<file path="config.mk">
export PLATFORM = sky130hd
export DESIGN_NAME = multichannel_entry_arbiter
export DESIGN_NICKNAME = d
export VERILOG_FILES = /design/src/rtl/entry_arb_pkg.sv /design/src/rtl/led_bar_sweep.sv /design/src/rtl/multichannel_entry_arbiter.sv
export SDC_FILE = /design/constraint.sdc
export NUM_CORES = 1
export LEC_CHECK = 0
export CAP_MARGIN = 20
export CORE_ASPECT_RATIO = 1.4
export CORE_UTILIZATION = 40
export DETAILED_ROUTE_END_ITERATION = 10
export GPL_ROUTABILITY_DRIVEN = 1
export PLACE_DENSITY = 0.72
export SYNTH_ARGS = -nofsm -noshare
export SYNTH_HDL_FRONTEND = slang
export SYNTH_SLANG_ARGS = --single-unit
</file>
<file path="constraint.sdc">
create_clock -name CLK -period 2 [get_ports CLK]
set_input_delay 0.4 -clock CLK [delete_from_list [all_inputs] [get_ports CLK]]
set_output_delay 0.4 -clock CLK [all_outputs]
set_load 0.02 [all_outputs]
</file>
<file path="src/rtl/entry_arb_pkg.sv">
`default_nettype none
// +-----------------------------------------------------------------------+
// | entry_arb_pkg                                                         |
// | FSM states, hex glyph table and thermometer helper for the arbiter.   |
// | Revision: 1.0                                                         |
// +-----------------------------------------------------------------------+
package entry_arb_pkg;

  typedef enum logic [0:0] {
    IDLE   = 1'b0,
    ACTIVE = 1'b1
  } arb_state_e;

  // Segments g..a, active-low, glyphs 0-9 A b C d E F
  localparam logic [6:0] SEG_HEX [16] = '{
    7'h40, 7'h79, 7'h24, 7'h30, 7'h19, 7'h12, 7'h02, 7'h78,
    7'h00, 7'h10, 7'h08, 7'h03, 7'h46, 7'h21, 7'h06, 7'h0E
  };

  localparam logic [6:0] SEG_BLANK = 7'h7F;

  function automatic logic [14:0] thermo(input logic [3:0] n);
    return 15'((16'd1 << n) - 16'd1);
  endfunction

endpackage
`default_nettype wire

</file>
<file path="src/rtl/led_bar_sweep.sv">
`default_nettype none
// +-----------------------------------------------------------------------+
// | led_bar_sweep                                                         |
// | Registers the LED target; with ENTRY_ARB_SWEEP_EN it ramps the bar up |
// | one LED per SWEEP_CYCLES, otherwise the bar is the target itself.     |
// | Revision: 1.0                                                         |
// +-----------------------------------------------------------------------+
module led_bar_sweep #(
  parameter int LED_W        = 7,
  parameter int SWEEP_CYCLES = 5000000
) (
  input  logic             clk,
  input  logic             rst_n,
  input  logic [LED_W-1:0] i_target,
  input  logic             i_restart,
  output logic [LED_W-1:0] o_led_bar
);

  logic [LED_W-1:0] r_target;

  always_ff @(posedge clk or negedge rst_n) begin
    if (!rst_n) begin
      r_target <= '0;
    end else begin
      r_target <= i_target;
    end
  end

`ifdef ENTRY_ARB_SWEEP_EN
  localparam int CNT_W = (SWEEP_CYCLES > 1) ? $clog2(SWEEP_CYCLES) : 1;
  localparam logic [CNT_W-1:0] CNT_LAST = CNT_W'(SWEEP_CYCLES - 1);

  logic [LED_W-1:0] r_level;
  logic [CNT_W-1:0] r_cnt;

  // Counter parks at its last value so the first LED of a new rise lights on the next edge
  always_ff @(posedge clk or negedge rst_n) begin
    if (!rst_n) begin
      r_level <= '0;
      r_cnt   <= '0;
    end else if (i_restart) begin
      r_level <= '0;
      r_cnt   <= CNT_LAST;
    end else if (r_level >= r_target) begin
      r_level <= r_target;
      r_cnt   <= CNT_LAST;
    end else if (r_cnt == CNT_LAST) begin
      r_level <= (r_level << 1) | LED_W'(1);
      r_cnt   <= '0;
    end else begin
      r_cnt   <= r_cnt + 1'b1;
    end
  end

  assign o_led_bar = r_level;
`else
  logic        w_unused_restart;
  logic [31:0] w_unused_sweep;

  assign w_unused_restart = i_restart;
  assign w_unused_sweep   = SWEEP_CYCLES;
  assign o_led_bar        = r_target;
`endif

endmodule
`default_nettype wire

</file>
<file path="src/rtl/multichannel_entry_arbiter.sv">
`default_nettype none
// +-----------------------------------------------------------------------+
// | multichannel_entry_arbiter                                            |
// | Round-robin arbiter with minimum hold over NUM_CH entry interfaces,   |
// | feature-conflict flag, hex digit and LED bar outputs.                 |
// | Optional: ENTRY_ARB_SWEEP_EN enables the LED bar sweep.               |
// | Revision: 1.0                                                         |
// +-----------------------------------------------------------------------+
module multichannel_entry_arbiter
  import entry_arb_pkg::*;
#(
  parameter int NUM_CH       = 2,
  parameter int ID_W         = 3,
  parameter int FEAT_W       = 3,
  parameter int HOLD_CYCLES  = 50000000,
  parameter int SWEEP_CYCLES = 5000000
) (
  input  logic                     CLK,
  input  logic                     RST_N,
  input  logic [NUM_CH-1:0]        REQ_EN,
  input  logic [NUM_CH*ID_W-1:0]   REQ_ID,
  input  logic [NUM_CH*FEAT_W-1:0] REQ_FEAT,
  output logic [NUM_CH-1:0]        GRANT,
  output logic                     GNT_VALID,
  output logic [ID_W-1:0]          GNT_ID,
  output logic [FEAT_W-1:0]        GNT_FEAT,
  output logic                     CONFLICT,
  output logic [6:0]               SEG_N,
  output logic [(2**FEAT_W)-2:0]   LED_BAR
);

  localparam int IDX_W  = $clog2(NUM_CH);
  localparam int HOLD_W = (HOLD_CYCLES > 1) ? $clog2(HOLD_CYCLES) : 1;
  localparam int LED_W  = (2 ** FEAT_W) - 1;
  localparam logic [HOLD_W-1:0] HOLD_LAST = HOLD_W'(HOLD_CYCLES - 1);
  localparam logic [IDX_W-1:0]  RR_RESET  = IDX_W'(NUM_CH - 1);

  arb_state_e        r_state, w_state_nxt;
  logic [IDX_W-1:0]  r_rr_ptr, w_rr_nxt, w_rr_idx;
  logic [HOLD_W-1:0] r_hold, w_hold_nxt;
  logic [NUM_CH-1:0] w_valid, w_grant_nxt, r_grant;
  logic              w_holder_valid, w_others_valid, w_new_gnt, r_new_gnt;
  logic [ID_W-1:0]   w_id_nxt, r_gnt_id;
  logic [FEAT_W-1:0] w_feat_nxt, r_gnt_feat;
  logic              w_conflict, r_conflict, r_gnt_valid;
  logic [6:0]        r_seg_n;
  logic [LED_W-1:0]  w_led_target;
  int                w_best_dist;

  generate
    for (genvar c = 0; c < NUM_CH; c++) begin : g_valid
      assign w_valid[c] = REQ_EN[c] & (|REQ_ID[c*ID_W +: ID_W]) & (|REQ_FEAT[c*FEAT_W +: FEAT_W]);
    end
  endgenerate

  // r_grant is zero in IDLE, so "others" then means any valid channel
  assign w_holder_valid = |(w_valid & r_grant);
  assign w_others_valid = |(w_valid & ~r_grant);

  // Distance from rr_ptr+1; the current holder (== rr_ptr) is farthest
  always_comb begin
    w_rr_idx    = r_rr_ptr;
    w_best_dist = NUM_CH;
    for (int c = 0; c < NUM_CH; c++) begin
      if (w_valid[c] && (((c - int'(r_rr_ptr) - 1 + NUM_CH) % NUM_CH) < w_best_dist)) begin
        w_best_dist = (c - int'(r_rr_ptr) - 1 + NUM_CH) % NUM_CH;
        w_rr_idx    = IDX_W'(c);
      end
    end
  end

  always_comb begin
    w_state_nxt = r_state;
    w_rr_nxt    = r_rr_ptr;
    w_hold_nxt  = r_hold;
    w_new_gnt   = 1'b0;
    case (r_state)
      IDLE: begin
        if (w_others_valid) begin
          w_state_nxt = ACTIVE;
          w_new_gnt   = 1'b1;
        end
      end
      ACTIVE: begin
        if (!w_holder_valid) begin
          if (w_others_valid) begin
            w_new_gnt = 1'b1;
          end else begin
            w_state_nxt = IDLE;
            w_hold_nxt  = '0;
          end
        end else if (r_hold == HOLD_LAST) begin
          w_new_gnt = w_others_valid;
        end else begin
          w_hold_nxt = r_hold + 1'b1;
        end
      end
      default: begin
        w_state_nxt = IDLE;
        w_hold_nxt  = '0;
      end
    endcase
    if (w_new_gnt) begin
      w_rr_nxt   = w_rr_idx;
      w_hold_nxt = '0;
    end
  end

  always_comb begin
    w_grant_nxt = '0;
    w_id_nxt    = '0;
    w_feat_nxt  = '0;
    if (w_state_nxt == ACTIVE) begin
      for (int c = 0; c < NUM_CH; c++) begin
        if (IDX_W'(c) == w_rr_nxt) begin
          w_grant_nxt[c] = 1'b1;
          w_id_nxt       = REQ_ID[c*ID_W +: ID_W];
          w_feat_nxt     = REQ_FEAT[c*FEAT_W +: FEAT_W];
        end
      end
    end
  end

  always_comb begin
    w_conflict = 1'b0;
    for (int a = 0; a < NUM_CH; a++) begin
      for (int b = a + 1; b < NUM_CH; b++) begin
        if (w_valid[a] && w_valid[b] &&
            (REQ_FEAT[a*FEAT_W +: FEAT_W] == REQ_FEAT[b*FEAT_W +: FEAT_W])) begin
          w_conflict = 1'b1;
        end
      end
    end
  end

  always_ff @(posedge CLK or negedge RST_N) begin
    if (!RST_N) begin
      r_state     <= IDLE;
      r_rr_ptr    <= RR_RESET;
      r_hold      <= '0;
      r_grant     <= '0;
      r_gnt_valid <= 1'b0;
      r_gnt_id    <= '0;
      r_gnt_feat  <= '0;
      r_conflict  <= 1'b0;
      r_new_gnt   <= 1'b0;
    end else begin
      r_state     <= w_state_nxt;
      r_rr_ptr    <= w_rr_nxt;
      r_hold      <= w_hold_nxt;
      r_grant     <= w_grant_nxt;
      r_gnt_valid <= (w_state_nxt == ACTIVE);
      r_gnt_id    <= w_id_nxt;
      r_gnt_feat  <= w_feat_nxt;
      r_conflict  <= w_conflict;
      r_new_gnt   <= w_new_gnt;
    end
  end

  always_ff @(posedge CLK or negedge RST_N) begin
    if (!RST_N) begin
      r_seg_n <= SEG_BLANK;
    end else begin
      r_seg_n <= r_gnt_valid ? SEG_HEX[4'(r_gnt_id)] : SEG_BLANK;
    end
  end

  assign w_led_target = LED_W'(thermo(4'(r_gnt_feat)));

  led_bar_sweep #(
    .LED_W        (LED_W),
    .SWEEP_CYCLES (SWEEP_CYCLES)
  ) u_led_bar_sweep (
    .clk       (CLK),
    .rst_n     (RST_N),
    .i_target  (w_led_target),
    .i_restart (r_new_gnt),
    .o_led_bar (LED_BAR)
  );

  assign GRANT     = r_grant;
  assign GNT_VALID = r_gnt_valid;
  assign GNT_ID    = r_gnt_id;
  assign GNT_FEAT  = r_gnt_feat;
  assign CONFLICT  = r_conflict;
  assign SEG_N     = r_seg_n;

endmodule
`default_nettype wire

</file>
Figure 1. Cell density map (run 1).
(4 px per um) 7 x 10 tiles, from black (low) to pale yellow (high), 0 to 100% covered.
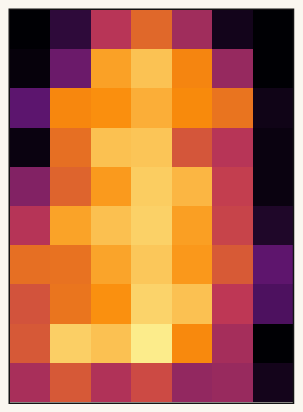
The emptiest ninth of the die: north-east. The densest ninth of the die: center. 7.1% of the tiles are nearly empty.
area of the core: 6296 um^2
fp util: 41.93%

Figure 2. Pin placement (run 1).
(4 px per um) Pins as bars across the die edge, other pins in gray.
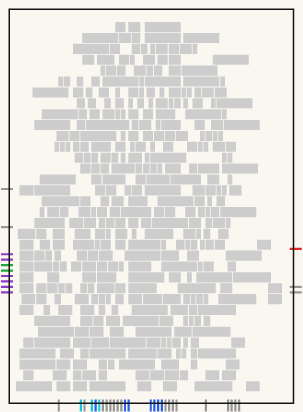
REQ_FEAT: marked purple, pins 6, direction input, edge west. GNT_VALID: marked red, pins 1, direction output, edge east. GNT_FEAT: marked cyan, pins 3, direction output, edge south. REQ_EN: marked green, pins 2, direction input, edge west. LED_BAR: marked blue, pins 7, direction output, edge south.
Die X-Extent: 70.66 um
Die Y: 98.13 um
Port Buf Inserts: 39

Figure 3. Cells colored by class (run 1).
(3 px per um)
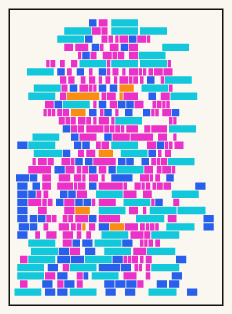
combinational and other logic: marked magenta, cells 217, share of their area 40%. remaining buffers and delay cells: marked blue, cells 95, share of their area 23%. sequential cells: marked cyan, cells 51, share of their area 35%. clock drivers and dummy loads: marked orange, cells 8, share of their area 2.9%.
Site Rows: 34
fraction of area in registers: 33.82%
final core occ: 60.41%
Finished Cell Area: 3804 um^2

==> results.cfg, run 1 <==
; flow metrics
[power]
finalPower_mw = 4.176
pwr-share-seq_pct = 35.5
irDropWorstVdd_v = 0.0007971
leakagePower_nw = 1.618
power.internal_mw = 2.589
p_comb_mw = 1.98
pwr-share-clk_pct = 17.0

[timing]
setup_viol = 35
maxSlewHeadroom_pct = 65.01
setup_slack_ps = -264.8
rsz0062_at_grt = true

[setup_path]
required_ps = 2210
worst-r2r-cell-count = 7
cp-startpoint = r_hold[10]$_DFFE_PN0P_
r2r-start = r_hold[10]$_DFFE_PN0P_
start_kind = flop
path_buffers = 1

[yosys]
muxShareOfSynthArea_pct = 0
ys_seq_share_pct = 48.72
netlist_top_cells_count = dfrtp_1, nor2_1, nand2_1
synth_area_um2 = 2640
ys_sh_xor_pct = 6.303
topCellsByArea = dfrtp_1, dfstp_2, xnor2_1

[place]
gp_congestion = 0.9325

[outcome]
violations = negative setup slack
status = finished, violations left

[grt]
grt_pass1_wl_mm = 10.96
met2_usage_pct = 35.25
use_met1_pct = 24.23
grt_usage_pct = 19.99
grt_overflow = 0
grt_pass1_vias = 2365
grt_max_degree = 52
antenna_found_initial = 0

[clock_network]
cts_resized = 15
cts_inserted_buffers = 5
cts_buffer_depth = 2
cts.sinks = 51

[final_layout]
layout.non_clock_inverters = 11
clkCellAreaFrac_pct = 2.796
largest_register_ffs = 26
clockBufferCount = 7

[die]
io_pins = 40

[flow_run]
warnings = 33
drv_cap = 0

[drt]
drc_errors = 0
Figure 4. Signal wires by layer (run 1).
(3 px per um)
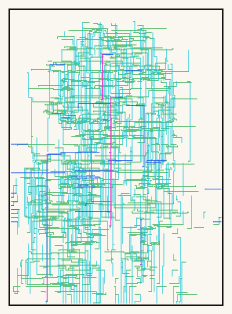

==> run 2: changes to the inputs <==
--- a/config.mk
+++ b/config.mk
@@ -10,7 +10,8 @@
 export CORE_UTILIZATION = 40
 export DETAILED_ROUTE_END_ITERATION = 10
 export GPL_ROUTABILITY_DRIVEN = 1
-export PLACE_DENSITY = 0.72
+export PLACE_DENSITY = 0.7
+export SKIP_CTS_REPAIR_TIMING = 1
 export SYNTH_ARGS = -nofsm -noshare
 export SYNTH_HDL_FRONTEND = slang
 export SYNTH_SLANG_ARGS = --single-unit
==> constraint.sdc (replaced) <==
create_clock -name CLK -period 2.7 [get_ports CLK]
set_input_delay 0.54 -clock CLK [delete_from_list [all_inputs] [get_ports CLK]]
set_output_delay 0.54 -clock CLK [all_outputs]
set_load 0.02 [all_outputs]
Figure 5. Signal wires by layer (run 2).
(3 px per um)
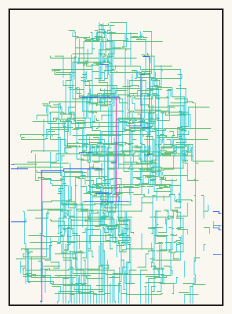
metal 2: marked cyan, wire length 3110 um. metal 3: marked blue, wire length 92.7 um. metal 4: marked magenta, wire length 128 um. metal 1: marked green, wire length 2610 um.
Routed WL per cell: 14.76 um
GRT Overall Usage: 18.70%

==> run 2 against run 1 <==
The run ends with design-rule violations left; non-clock buffer count decreased by 41; utilization decreased by 8.2 points; clock power decreased by 38%; cell area decreased by 14%; combinational power decreased by 41%; global-route usage decreased by 1.3 points; total power decreased by 35%; critical endpoint is now GNT_ID[0]$_DFF_PN0_; largest cell class is now sequential cells; largest power group unchanged; highest routed layer unchanged.
==> results.cfg, run 2 <==
; flow metrics
[setup_path]
path_buffers = 0
r2r-start = r_hold[11]$_DFFE_PN0P_
cp-startpoint = r_hold[11]$_DFFE_PN0P_
worst-r2r-cell-count = 6
required_ps = 2890

[yosys]
ys_sh_xor_pct = 6.303
top_area_share_pct = 40.76
ys_seq_share_pct = 48.72
synth_area_um2 = 2640
topCellsByArea = dfrtp_1, dfstp_2, xnor2_1
muxShareOfSynthArea_pct = 0
netlist_top_cells_count = dfrtp_1, nor2_1, nand2_1

[grt]
met2_usage_pct = 33.01
grt_pass1_vias = 2227
grt_pass1_wl_mm = 10.37
antenna_found_initial = 0
grt_overflow = 0

[die]
fp_util_pct = 41.93
io_pins = 40
num_rows = 34
dieHeight_um = 98.13
dieWidth_um = 70.66
core_area_um2 = 6296

[power]
irDropWorstVdd_v = 0.0005013
pwr-share-clk_pct = 16.1
pwr-share-seq_pct = 41.4
finalPower_mw = 2.720
leakagePower_nw = 1.324

[drt]
drc_errors = 4

[clock_network]
cts_buffer_depth = 2
cts_inserted_buffers = 5
cts_tree = yes

[outcome]
violations = design-rule violations
status = finished, violations left

[timing]
rsz0062_at_grt = false
maxSlewHeadroom_pct = 57.29
setup_viol = 0
setup_slack_ps = 339.2

[final_layout]
final_cell_area_um2 = 3284
clkCellAreaFrac_pct = 2.476
clockBufferCount = 7
seq_share_pct = 39.16
layout.non_clock_inverters = 11

[place]
portBuffers = 39
gp_congestion = 0.8909

[flow_run]
drv_cap = 0
Figure 6. Cell density map (run 2).
(4 px per um) 7 x 10 tiles, from black (low) to pale yellow (high), 0 to 100% covered.
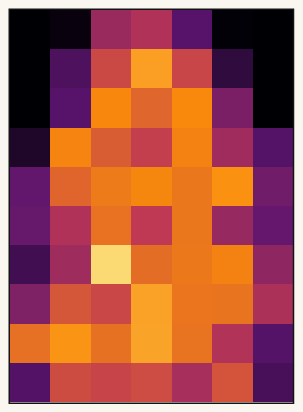
8.6% of the tiles are over 75% full. The mean over all tiles is 46%. The fullest tile reaches 92%. 10% of the tiles are nearly empty.
final core occ: 52.17%

==> run 3: changes to the inputs <==
--- a/config.mk
+++ b/config.mk
@@ -8,6 +8,7 @@
 export CAP_MARGIN = 20
 export CORE_ASPECT_RATIO = 1.4
 export CORE_UTILIZATION = 40
+export CTS_CLUSTER_SIZE = 20
 export DETAILED_ROUTE_END_ITERATION = 10
 export GPL_ROUTABILITY_DRIVEN = 1
 export PLACE_DENSITY = 0.7
Figure 7. Pin placement (run 3).
(4 px per um) Pins as bars across the die edge, other pins in gray.
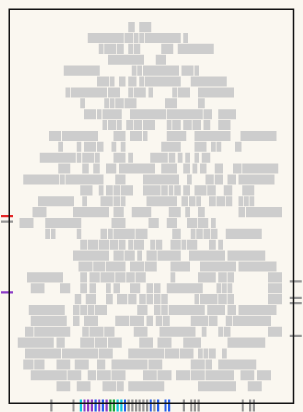
REQ_EN: marked green, pins 2, direction input, edge south. GNT_FEAT: marked cyan, pins 3, direction output, edge south. GNT_VALID: marked red, pins 1, direction output, edge west. LED_BAR: marked blue, pins 7, direction output, edge south. REQ_FEAT: marked purple, pins 6, direction input, edge 5 south, 1 west.

==> run 3 against run 2 <==
The run still ends with design-rule violations left; cell count is the same; die size stayed put; flip-flop count unchanged.
==> results.cfg, run 3 <==
; flow metrics
[final_layout]
layout.non_clock_inverters = 11
final_util_pct = 52.17
clockBufferCount = 7

[timing]
rsz0062_at_grt = false

[outcome]
status = finished, violations left
violations = design-rule violations

[power]
finalPower_mw = 2.720
power.internal_mw = 1.664
leakagePower_nw = 1.324
pwr-share-seq_pct = 41.4

[yosys]
synth_area_um2 = 2640
topCellsByArea = dfrtp_1, dfstp_2, xnor2_1
muxShareOfSynthArea_pct = 0
netlist_top_cells_count = dfrtp_1, nor2_1, nand2_1

[grt]
grt_overflow = 0
met2_usage_pct = 33.01
grt_max_degree = 31

[setup_path]
path_buffers = 0
required_ps = 2890

[clock_network]
cts.sinks = 51

[place]
gp_congestion = 0.8909

[die]
dieWidth_um = 70.66

[drt]
drc_errors = 4
Figure 8. Signal wires by layer (run 3).
(3 px per um)
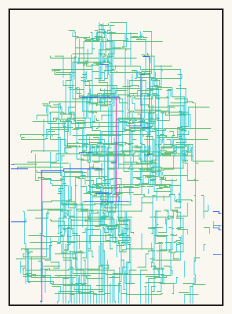
metal 3: marked blue, wire length 92.7 um. metal 2: marked cyan, wire length 3110 um. metal 4: marked magenta, wire length 128 um. metal 1: marked green, wire length 2610 um.
vias post-DR: 2224
Detailed Route WL: 5.934 mm

Power and IR drop assume default switching activity.
